--- src/rtl/muldiv_pkg.sv ---
// Shared constants for the RV32M iterative multiply/divide unit:
// datapath width, funct3 encodings, FSM state codes and special-case values.
package muldiv_pkg;

  localparam int XLEN_DEF = 32;

  localparam logic [2:0] OP_MUL    = 3'b000;
  localparam logic [2:0] OP_MULH   = 3'b001;
  localparam logic [2:0] OP_MULHSU = 3'b010;
  localparam logic [2:0] OP_MULHU  = 3'b011;
  localparam logic [2:0] OP_DIV    = 3'b100;
  localparam logic [2:0] OP_DIVU   = 3'b101;
  localparam logic [2:0] OP_REM    = 3'b110;
  localparam logic [2:0] OP_REMU   = 3'b111;

  typedef logic [1:0] state_t;

  localparam state_t ST_IDLE = 2'd0;
  localparam state_t ST_PREP = 2'd1;
  localparam state_t ST_CALC = 2'd2;
  localparam state_t ST_FIN  = 2'd3;

  localparam logic [XLEN_DEF-1:0] MIN_NEG  = {1'b1, {(XLEN_DEF-1){1'b0}}};
  localparam logic [XLEN_DEF-1:0] ALL_ONES = {XLEN_DEF{1'b1}};

endpackage

--- src/rtl/muldiv_unit.sv ---
// Iterative RV32M multiply/divide execute unit: shift-add multiply and restoring divide.
// Divide support is compiled in only when MULDIV_DIV_EN is defined; otherwise 1xx ops flag illegal.
module muldiv_unit
  import muldiv_pkg::*;
#(
  parameter int XLEN = XLEN_DEF
) (
  input  logic            clk,
  input  logic            rst,
  input  logic            start,
  input  logic [2:0]      op,
  input  logic [XLEN-1:0] a,
  input  logic [XLEN-1:0] b,
  input  logic [4:0]      rd_in,
  input  logic            kill,
  output logic            busy,
  output logic            done,
  output logic [XLEN-1:0] result,
  output logic [4:0]      rd_out,
  output logic            illegal
);

  localparam int CW = $clog2(XLEN);

  state_t            state;
  logic [2:0]        op_r;
  logic [4:0]        rd_r;
  logic [XLEN-1:0]   opnd;
  logic [2*XLEN-1:0] acc;
  logic [CW-1:0]     count;
  logic              q_neg;
  logic              special;
  logic              ill;
`ifdef MULDIV_DIV_EN
  logic              r_neg;
`endif

  // Raw operands sit in opnd (rs1) and the low accumulator word (rs2) between capture and PREP.
  logic [XLEN-1:0] ra, rb, mag_a, mag_b;
  logic            sa, sb, is_div;

  assign ra     = opnd;
  assign rb     = acc[XLEN-1:0];
  assign is_div = op_r[2];
  assign busy   = (state != ST_IDLE);

  always_comb begin
    sa    = ((op_r == OP_MULH) || (op_r == OP_MULHSU) || (op_r == OP_DIV) || (op_r == OP_REM))
            && ra[XLEN-1];
    sb    = ((op_r == OP_MULH) || (op_r == OP_DIV) || (op_r == OP_REM)) && rb[XLEN-1];
    mag_a = sa ? -ra : ra;
    mag_b = sb ? -rb : rb;
  end

  logic            spec_hit;
  logic            spec_ill;
  logic [XLEN-1:0] spec_val;

  always_comb begin
    spec_hit = 1'b0;
    spec_ill = 1'b0;
    spec_val = '0;
`ifdef MULDIV_DIV_EN
    if (is_div) begin
      if (rb == '0) begin
        spec_hit = 1'b1;
        spec_val = op_r[1] ? ra : ALL_ONES;
      end else if (!op_r[0] && (ra == MIN_NEG) && (rb == ALL_ONES)) begin
        spec_hit = 1'b1;
        spec_val = op_r[1] ? '0 : MIN_NEG;
      end
    end
`else
    if (is_div) begin
      spec_hit = 1'b1;
      spec_ill = 1'b1;
    end
`endif
  end

  // Multiply: multiplier shifts out of the low word while partial sums enter from the top.
  logic [XLEN:0]     mul_sum;
  logic [2*XLEN-1:0] mul_next;
  logic [2*XLEN-1:0] step_next;

  always_comb begin
    mul_sum  = {1'b0, acc[2*XLEN-1:XLEN]} + (acc[0] ? {1'b0, opnd} : '0);
    mul_next = {mul_sum, acc[XLEN-1:1]};
  end

`ifdef MULDIV_DIV_EN
  // Divide: partial remainder is taken one bit wider so a top-bit-set remainder is not lost.
  logic [XLEN:0]     div_diff;
  logic [2*XLEN-1:0] div_next;

  always_comb begin
    div_diff  = acc[2*XLEN-1:XLEN-1] - {1'b0, opnd};
    div_next  = div_diff[XLEN] ? {acc[2*XLEN-2:0], 1'b0}
                               : {div_diff[XLEN-1:0], acc[XLEN-2:0], 1'b1};
    step_next = is_div ? div_next : mul_next;
  end
`else
  assign step_next = mul_next;
`endif

  logic [2*XLEN-1:0] prod;
  logic [XLEN-1:0]   fin_val;

  always_comb begin
    prod    = q_neg ? -acc : acc;
    fin_val = prod[XLEN-1:0];
    if (special) begin
      fin_val = acc[XLEN-1:0];
    end else begin
      case (op_r)
        OP_MULH, OP_MULHSU, OP_MULHU: fin_val = prod[2*XLEN-1:XLEN];
`ifdef MULDIV_DIV_EN
        OP_DIV, OP_DIVU: fin_val = q_neg ? -acc[XLEN-1:0] : acc[XLEN-1:0];
        OP_REM, OP_REMU: fin_val = r_neg ? -acc[2*XLEN-1:XLEN] : acc[2*XLEN-1:XLEN];
`endif
        default:         fin_val = prod[XLEN-1:0];
      endcase
    end
  end

  always_ff @(posedge clk or posedge rst) begin
    if (rst) begin
      state   <= ST_IDLE;
      op_r    <= '0;
      rd_r    <= '0;
      opnd    <= '0;
      acc     <= '0;
      count   <= '0;
      q_neg   <= 1'b0;
      special <= 1'b0;
      ill     <= 1'b0;
`ifdef MULDIV_DIV_EN
      r_neg   <= 1'b0;
`endif
      done    <= 1'b0;
      result  <= '0;
      rd_out  <= '0;
      illegal <= 1'b0;
    end else begin
      done <= 1'b0;
      // A flush beats everything, including a completion or a new request in IDLE.
      if (kill) begin
        state <= ST_IDLE;
      end else begin
        case (state)
          ST_IDLE: begin
            if (start) begin
              op_r  <= op;
              rd_r  <= rd_in;
              opnd  <= a;
              acc   <= {{XLEN{1'b0}}, b};
              state <= ST_PREP;
            end
          end
          ST_PREP: begin
            if (spec_hit) begin
              acc     <= {{XLEN{1'b0}}, spec_val};
              special <= 1'b1;
              ill     <= spec_ill;
              state   <= ST_FIN;
            end else begin
              special <= 1'b0;
              ill     <= 1'b0;
              q_neg   <= sa ^ sb;
              count   <= '0;
              state   <= ST_CALC;
`ifdef MULDIV_DIV_EN
              r_neg   <= sa;
              if (is_div) begin
                opnd <= mag_b;
                acc  <= {{XLEN{1'b0}}, mag_a};
              end else begin
                opnd <= mag_a;
                acc  <= {{XLEN{1'b0}}, mag_b};
              end
`else
              opnd    <= mag_a;
              acc     <= {{XLEN{1'b0}}, mag_b};
`endif
            end
          end
          ST_CALC: begin
            acc   <= step_next;
            count <= count + 1'b1;
            if (count == CW'(XLEN - 1)) state <= ST_FIN;
          end
          ST_FIN: begin
            result  <= fin_val;
            rd_out  <= rd_r;
            illegal <= ill;
            done    <= 1'b1;
            state   <= ST_IDLE;
          end
          default: state <= ST_IDLE;
        endcase
      end
    end
  end

endmodule
--- config.mk ---
export PLATFORM = sky130hd
export DESIGN_NAME = muldiv_unit
export DESIGN_NICKNAME = d
export VERILOG_FILES = /design/src/rtl/muldiv_pkg.sv /design/src/rtl/muldiv_unit.sv
export SDC_FILE = /design/constraint.sdc
export NUM_CORES = 1
export LEC_CHECK = 0
export ABC_AREA = 1
export CORE_UTILIZATION = 37
export CTS_CLUSTER_SIZE = 25
export DETAILED_ROUTE_END_ITERATION = 12
export SETUP_SLACK_MARGIN = 0.5
export SYNTH_ARGS = -nofsm -noshare
export SYNTH_HDL_FRONTEND = slang
export SYNTH_SLANG_ARGS = --single-unit
export TNS_END_PERCENT = 20
--- constraint.sdc ---
create_clock -name clk -period 4.7 [get_ports clk]
set_input_delay 0.94 -clock clk [delete_from_list [all_inputs] [get_ports clk]]
set_output_delay 0.94 -clock clk [all_outputs]
set_load 0.05 [all_outputs]
### Clock distribution, run 1

Scale bar: 50 um.
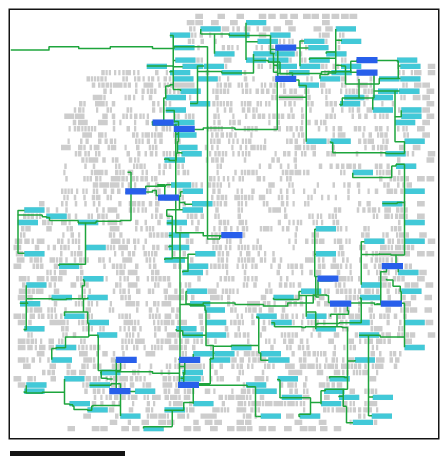
legend:
  flip-flops:
    colour: cyan
    count: 152
  clock wires:
    colour: green
    length: 2490 um
  cells driving clock nets:
    colour: blue
    count: 17
flops lie: all over the die
routed clock nets: 18
clk ins delay skew pair: 450 ps
Clock power frac: 15.9%
clock-net power: 1.51 mW
Clock Skews: 18.0 ps

### Clock routing, run 1

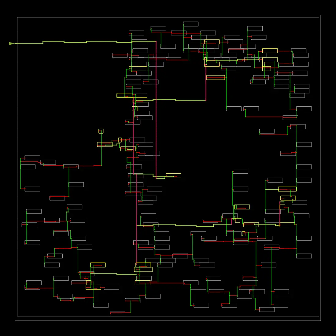
CTS sink count: 152
Clock buffer cells: 21
Flop Count: 152

### Ports around the boundary, run 1

Pins as bars across the die edge, other pins in grey.
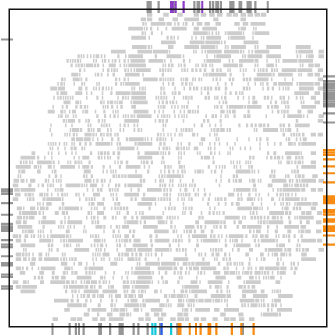
legend:
  busy:
    colour: blue
    pins: 1
    direction: output
    edge: bottom
  op:
    colour: cyan
    pins: 3
    direction: input
    edge: bottom
  b:
    colour: orange
    pins: 32
    direction: input
    edge: 21 right, 11 bottom
  rd_out:
    colour: purple
    pins: 5
    direction: output
    edge: top
Die H: 186 um
port buffer count: 115
Die Width: 186 um

### Sequential cells grouped by signal name, run 1

Other sequential cells in the stronger grey, the rest of the logic in the fainter grey.
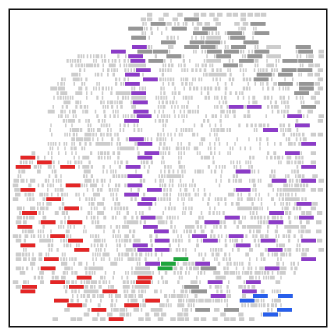
legend:
  op_r:
    colour: green
    placed_flops: 3
  count:
    colour: blue
    placed_flops: 5
    where: lower right
  acc:
    colour: purple
    placed_flops: 64
  opnd:
    colour: red
    placed_flops: 32
not coloured: 48
Seq. pwr: 2.40 mW
flop share of the area: 25.8%
post-layout util: 44.0%
Flop area: 3810 um2

==> results.txt, run 1 <==
run results: post-synthesis adder-cell area fraction 4.24%, Post-synth top cells 563 x nand2_1, 228 x nor2_1, 193 x inv_1, simple-gate area share of the yosys netlist 35.0%, CTS max path bufs 2, Init Core Util 37.5%, global-route wire length before repair 74.0 mm, vias in the first global route 13200, metal2 WL 22.1 mm, share of cells above drive strength 1 5.90%, CTS Buf Count 17, yosys xor share 1.67%, setup TNS 0 ps, Max Cap Violations 0, highest metal used met4, root buffer cell clkbuf_16, Nets 2189, WS Path Type input pin to flip-flop, Yosys chip area 12600 um2, final period utilization 70.3%, DPL Wire Length 36.8 mm, Post-synth EDFFs 0, R2R setup slack 1630 ps, Top Ports 116, Total Power 9.48 mW, vias per inst 5.44, commonest non-fill, non-tap cells in the layout 562 x nand2_1, 228 x nor2_1, 191 x inv_1, top cells by area dfrtp_1 30%, nand2_1 17%, a21oi_1 7.4%, nor2_1 6.8%, nand3_1 6.1%, final setup vio count 0, Commonest Layout Cell nand2_1, met1 usage 34.4%, CTS clk-pin slew, worst paths 70 ps, comb area leader simple AND/OR/NAND/NOR gates, Detail Route met3 WL 2.35 mm, routing usage on met2 45.3%, Leak Pwr 7.03 nW, Overflow after GRT 0, TritonCTS clock tree done, Post-Syn Nets 2111, worst hold path type flip-flop to flip-flop, Crit Path Max Fanout 26, warnings from Yosys 0, Post-Layout Cell Count 2532, CP startpoint kind input pin, chip area 34700 um2, yosys aoi share 20.0%, post_cts resized 0, most area-hungry cell type in the Yosys netlist dfrtp_1, power density cells 643 nW/um2, WHS 479 ps, post-route cell area 14700 um2, crit path DRT 5070 ps, 1st-iter DRT viols 1077, area grow syn2layout 17.2%, largest net degree at the start of global routing 153, VDD IR max 0.315 mV, initial antenna violation count 0, Flop pwr share 25.4%, Commonest flop dfrtp_1, crit-path cells clkdlybuf4s50_1, inv_2, nand2_1, nor2_2, inv_2, a21oi_4, buf_4, o21ai_0, o22ai_1, row cnt 67, mapped cell area 12600 um2, Area after DPL 14100 um2, Ant. Diodes 0, Post-synth seq share 30.2%, grt met3 use 3.63%, GRT Util Overall 27.5%, min cycle time layout 3300 ps, Top cell by count, worst path inv_2, gr busiest metal met2, Dominant cell area share 30.2%, max-slew headroom at the worst pin 41.0%, actual transition at the worst max-transition pin 884 ps, routed len/inst 18.7 um, crit end category flip-flop, crit-path max cell delay 560 ps, setup ws final 1400 ps, drt total wl 47.4 mm, # hold bufs at CTS 0, data arrival time of the critical path 3680 ps, Placed Cells incl. Taps 2500, Logic pwr share 58.7%, Slew Viols, Final 0, Max Clock Freq 0.303 GHz, Pwr top combinational cells, DRC viols 0, final hold vios 0, Post-Synthesis Cells 1993, CTS H-tree depth 4, Place WS 894 ps, outcome complete, no violations, average size of a mapped cell 6.31 um2, CP top delay family buffers and inverters, Bufs and invs on worst path 4, P_comb 5.57 mW, Detail Route Antenna Nets 0, core region area 33500 um2, Slowest cell on crit path nor2_2, DR pass1 iterations 7, Internal Power 4.42 mW, placer congestion estimate 0.992, Vias 13800
-- run 1: cell type report --
type	count	area, um2
Fill cell	3619	18800
Clock inverter	11	170
Clock buffer	21	450
Sequential cell	152	3810
Tap cell	448	561
Inverter	215	812
Multi-Input combinational cell	1555	7660
Timing Repair Buffer	130	1280
-- run 1: worst paths after layout --
path / start / end / cells after the start
min: result[17] / result[17] / 2
max in group asynchronous: rst / acc[12] / 3
min in group asynchronous: rst / opnd[2] / 3
max: kill / acc[23] / 9
min reg2reg: result[17] / result[17] / 2
max reg2reg: state[0] / acc[23] / 10
-- run 1: flip-flops by register name, summed over array words and instances, names as in the netlist --
signal   flops
op_r         3
acc         64
q_neg        1
count        5
rd_r         5
result      32
opnd        32
ill          1
state        2
done         1
rd_out       5
illegal      1
==> run 1 -> run 2 <==
clock period = 2.69 ns   (was 4.7 ns; I/O delays follow)
### Sequential cells grouped by signal name, run 2

Other sequential cells in the stronger grey, the rest of the logic in the fainter grey.
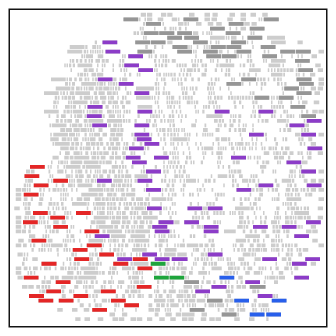
legend:
  acc:
    colour: purple
    placed_flops: 64
  opnd:
    colour: red
    placed_flops: 32
    where: lower left
  op_r:
    colour: green
    placed_flops: 3
  count:
    colour: blue
    placed_flops: 5
    where: lower right
flop share of the area: 23.0%
Seq. pwr: 4.33 mW
post-layout util: 49.4%
Flop area: 3810 um2

==> run 2 against run 1 <==
  * Routed wire length up 8.2%
  * Via count up 5.1%
  * Die size did not move
  * Count of clock-buffer cells in the layout decreased by 2
  * Clock skew down 2.7 ps
  * Total power increased by 90%
  * Area after synthesis unchanged
  * Register-to-register slack worse by 1300 ps
  * Synthesized cell count unchanged
  * Sequential share of layout area down 2.8 points
  * Hold slack worse by 3.1 ps
  * Combinational power rose by 99%
  * Largest power group unchanged
==> results.txt, run 2 <==
run results: most area-hungry cell type in the Yosys netlist dfrtp_1, grt met3 use 4.04%, simple-gate area share of the yosys netlist 35.0%, core region area 33500 um2, yosys xor share 1.67%, largest net degree at the start of global routing 84, tap cells 448, Top Ports 116, gr busiest metal met2, highest metal used met4, top flop regs acc x64, opnd x32, result x32, Nets 2254, Commonest flop dfrtp_1, Flop pwr share 24.1%, CTS Buf Count 17, Post-synth EDFFs 0, initial antenna violation count 0, CTS sink count 152, CP startpoint kind flip-flop, Area after DPL 14300 um2, VDD IR max 0.538 mV, Detail Route met3 WL 3.17 mm, Logic pwr share 61.8%, Inverters 216, WS Path Type flip-flop to flip-flop, mapped cell area 12600 um2, outcome complete, no violations, drt total wl 51.3 mm, Place WS 161 ps, setup ws final 355 ps, crit-path max cell delay 500 ps, Post-Synthesis Cells 1993, Leak Pwr 7.51 nW, average size of a mapped cell 6.31 um2, metal2 WL 24.3 mm, post_cts resized 92, Crit Path Max Fanout 8, DRC viols 0, Post-synth top cells 563 x nand2_1, 228 x nor2_1, 193 x inv_1, Slowest cell on crit path dfrtp_2, crit-path cells buf_12, clkbuf_16, nand2_4, inv_4, ha_4, nand2_4, nor2_4, inv_4, buf_4, nor3_2, nand2_1, nand2_1, nand2_1, nand3_1, nand2_1, Die Width 186 um, Clock power frac 14.2%, Final non-clock buffer share 11.6%, Init Core Util 37.5%, clock-cell share of area 3.57%, final setup vio count 0, comb area leader simple AND/OR/NAND/NOR gates, vias in the first global route 13900, chip area 34700 um2, Placed Cells incl. Taps 2518, routed len/inst 19.8 um, data arrival time of the critical path 2680 ps, Max Cap Violations 0, 1st-iter DRT viols 1327, Die H 186 um, TritonCTS clock tree done, final period utilization 86.8%, crit path DRT 3030 ps, DPL Wire Length 37.7 mm, combinational share of cell area 53.3%, Bufs and invs on worst path 5, cell group occupying the most layout area combinational gates, met1 usage 34.8%, actual transition at the worst max-transition pin 738 ps, routing usage on met2 48.4%, min cycle time layout 2340 ps, Dominant cell area share 30.2%, row cnt 67, clk ins delay skew pair 460 ps, root buffer cell clkbuf_16, DR pass1 iterations 7
run 2: cell counts after synthesis:
Identical to the previous run, type by type.
run 2: path summary, 6_finish.rpt:
kind                                start   endpoint  cells after the start
worst max register to register     acc[0]    acc[57]                     15
min in group asynchronous             rst    acc[39]                      3
max in group asynchronous             rst      q_neg                      3
worst max-delay path               acc[0]    acc[57]                     15
worst min-delay path            result[3]  result[3]                      2
worst min register to register  result[3]  result[3]                      2
run 2: power groups by stage:
stage	logic (mW)	registers, mW	clock network [mW]
2_1_floorplan	6.10	4.77	0
3_3_place_gp	9.83	4.26	0
3_5_place_dp	9.91	4.26	0
4_1_cts	10.3	4.25	2.57
5_1_grt	12.1	4.43	2.66
6_report	11.1	4.33	2.55
==> run 2 -> run 3 <==
ABC_CLOCK_PERIOD_IN_PS = 2690   (was default)
CTS_CLUSTER_DIAMETER = 150   (was default)
### Routed metal, one colour a layer, run 3

Scale bar: 50 um.
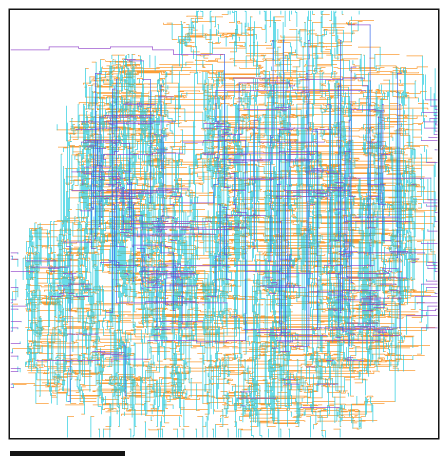
legend:
  met4:
    colour: blue
    wire_length: 3150 um
  met2:
    colour: cyan
    wire_length: 24.3 mm
  met3:
    colour: purple
    wire_length: 3170 um
  met1:
    colour: orange
    wire_length: 20.6 mm
Vias: 14500
GRT Util Overall: 28.6%
routed len/inst: 19.8 um
drt total wl: 51.3 mm

==> run 3 against run 2 <==
  * Hold slack unchanged
  * Critical endpoint unchanged
  * Maximum frequency unchanged
  * Clock power about the same
  * Utilization unchanged
==> results.txt, run 3 <==
run results: placer congestion estimate 1.01, Slowest cell on crit path dfrtp_2, CP Launch Point acc[0], most area-hungry cell type in the Yosys netlist dfrtp_1, yosys aoi share 20.0%, area grow syn2layout 31.7%, max reg flops 64, top cells by area dfrtp_1 30%, nand2_1 17%, a21oi_1 7.4%, nor2_1 6.8%, nand3_1 6.1%, setup TNS 0 ps, Top cell by count, worst path nand2_1, CP startpoint kind flip-flop, Overflow after GRT 0, worst hold path type flip-flop to flip-flop, Post-synth EDFFs 0, Hold Path End result[3], final period utilization 86.8%, setup ws final 355 ps, R2R setup slack 350 ps, Detail Route met3 WL 3.17 mm, share of cells above drive strength 1 19.2%, Yosys chip area 12600 um2, yosys xor share 1.67%, Clock power frac 14.2%, Max Cap Violations 0, warnings from Yosys 0, Clock Skews 15.3 ps, initial antenna violation count 0, Flop pwr share 24.1%, CTS clk-pin slew, worst paths 70 ps, Detail Route Antenna Nets 0, global-route wire length before repair 77.3 mm, clk ins delay skew pair 460 ps, Post-Syn Nets 2111, Die H 186 um, Leak Pwr 7.51 nW, DR pass1 iterations 7, VDD IR max 0.538 mV, Pwr top combinational cells, Ant. Diodes 0, RR Startpoint acc[0], CTS sink count 152, Nets 2254, Post-Synthesis Cells 1993, # hold bufs at CTS 0, Commonest flop dfrtp_1, Place WS 161 ps, Worst path depth 15, TritonCTS clock tree done, DRC viols 0, worst hold path cell count 2, data arrival time of the critical path 2680 ps, Setup crit end acc[57], met1 usage 34.8%, power density cells 1090 nW/um2, root buffer cell clkbuf_16, commonest non-fill, non-tap cells in the layout 501 x nand2_1, 187 x nor2_1, 171 x inv_1, average size of a mapped cell 6.31 um2, highest metal used met4, Commonest Layout Cell nand2_1, 1st-iter DRT viols 1327, simple-gate area share of the yosys netlist 35.0%, comb area leader simple AND/OR/NAND/NOR gates, post-layout util 49.4%, crit-path cells buf_12, clkbuf_16, nand2_4, inv_4, ha_4, nand2_4, nor2_4, inv_4, buf_4, nor3_2, nand2_1, nand2_1, nand2_1, nand3_1, nand2_1, port buffer count 115, mapped cell area 12600 um2, Top Ports 116, Synth mux share 0%, FF-to-FF path depth 15, Worst Min Path Start result[3], Dominant cell area share 30.2%, largest net degree at the start of global routing 84, vias per inst 5.58, grt met3 use 4.04%, Logic pwr share 61.8%, Init Core Util 37.5%, post-route cell area 16600 um2, DPL Wire Length 37.7 mm, Internal Power 8.40 mW, Post-Layout Cell Count 2595, max-slew headroom at the worst pin 50.6%, gr busiest metal met2, Post-synth seq share 30.2%, core region area 33500 um2, actual transition at the worst max-transition pin 738 ps, min cycle time layout 2340 ps, Largest Register acc, Post-synth top cells 563 x nand2_1, 228 x nor2_1, 193 x inv_1, FF-to-FF End acc[57], outcome complete, no violations, crit path DRT 3030 ps, CTS H-tree depth 4, routing usage on met2 48.4%, Crit Path Max Fanout 8, WS Path Type flip-flop to flip-flop, crit end category flip-flop, WHS 476 ps, Max Clock Freq 0.428 GHz, CP top delay family simple AND/OR/NAND/NOR gates, Slew Viols, Final 0, Area after DPL 14300 um2, M1 wire length 20.6 mm, crit-path max cell delay 500 ps, row cnt 67, Placed Cells incl. Taps 2518, clock-net power 2.55 mW, final hold vios 0, Die Width 186 um, top flop regs acc x64, opnd x32, result x32, Bufs and invs on worst path 5, Total Power 18.0 mW, CTS max path bufs 2, chip area 34700 um2, CTS Buf Count 17, metal2 WL 24.3 mm, Seq. pwr 4.33 mW, post-synthesis adder-cell area fraction 4.24%, final setup vio count 0, P_comb 11.1 mW, Fill cells 3409, vias in the first global route 13900
-- run 3: cell counts after synthesis --
Identical to the previous run, type by type.
-- run 3: repair_timing --
action	CTS	global route
resized	92	224
pin swaps	16	72
gates cloned	1	3
buffers inserted	8	35
setup endpoints to repair	59	130
-- run 3: cell type report --
cell class	instances	area, um2	area share, %
Clock buffer	19	443	2.67
Clock inverter	11	149	0.899
Inverter	215	837	5.05
Multi-Input combinational cell	1555	8830	53.3
Sequential cell	152	3810	23.0
Tap cell	448	561	3.38
Timing Repair Buffer	194	1930	11.6
Timing Repair inverter	1	7.51	0.0453
Power figures rest on the tool's default switching activity, not on a simulated workload.
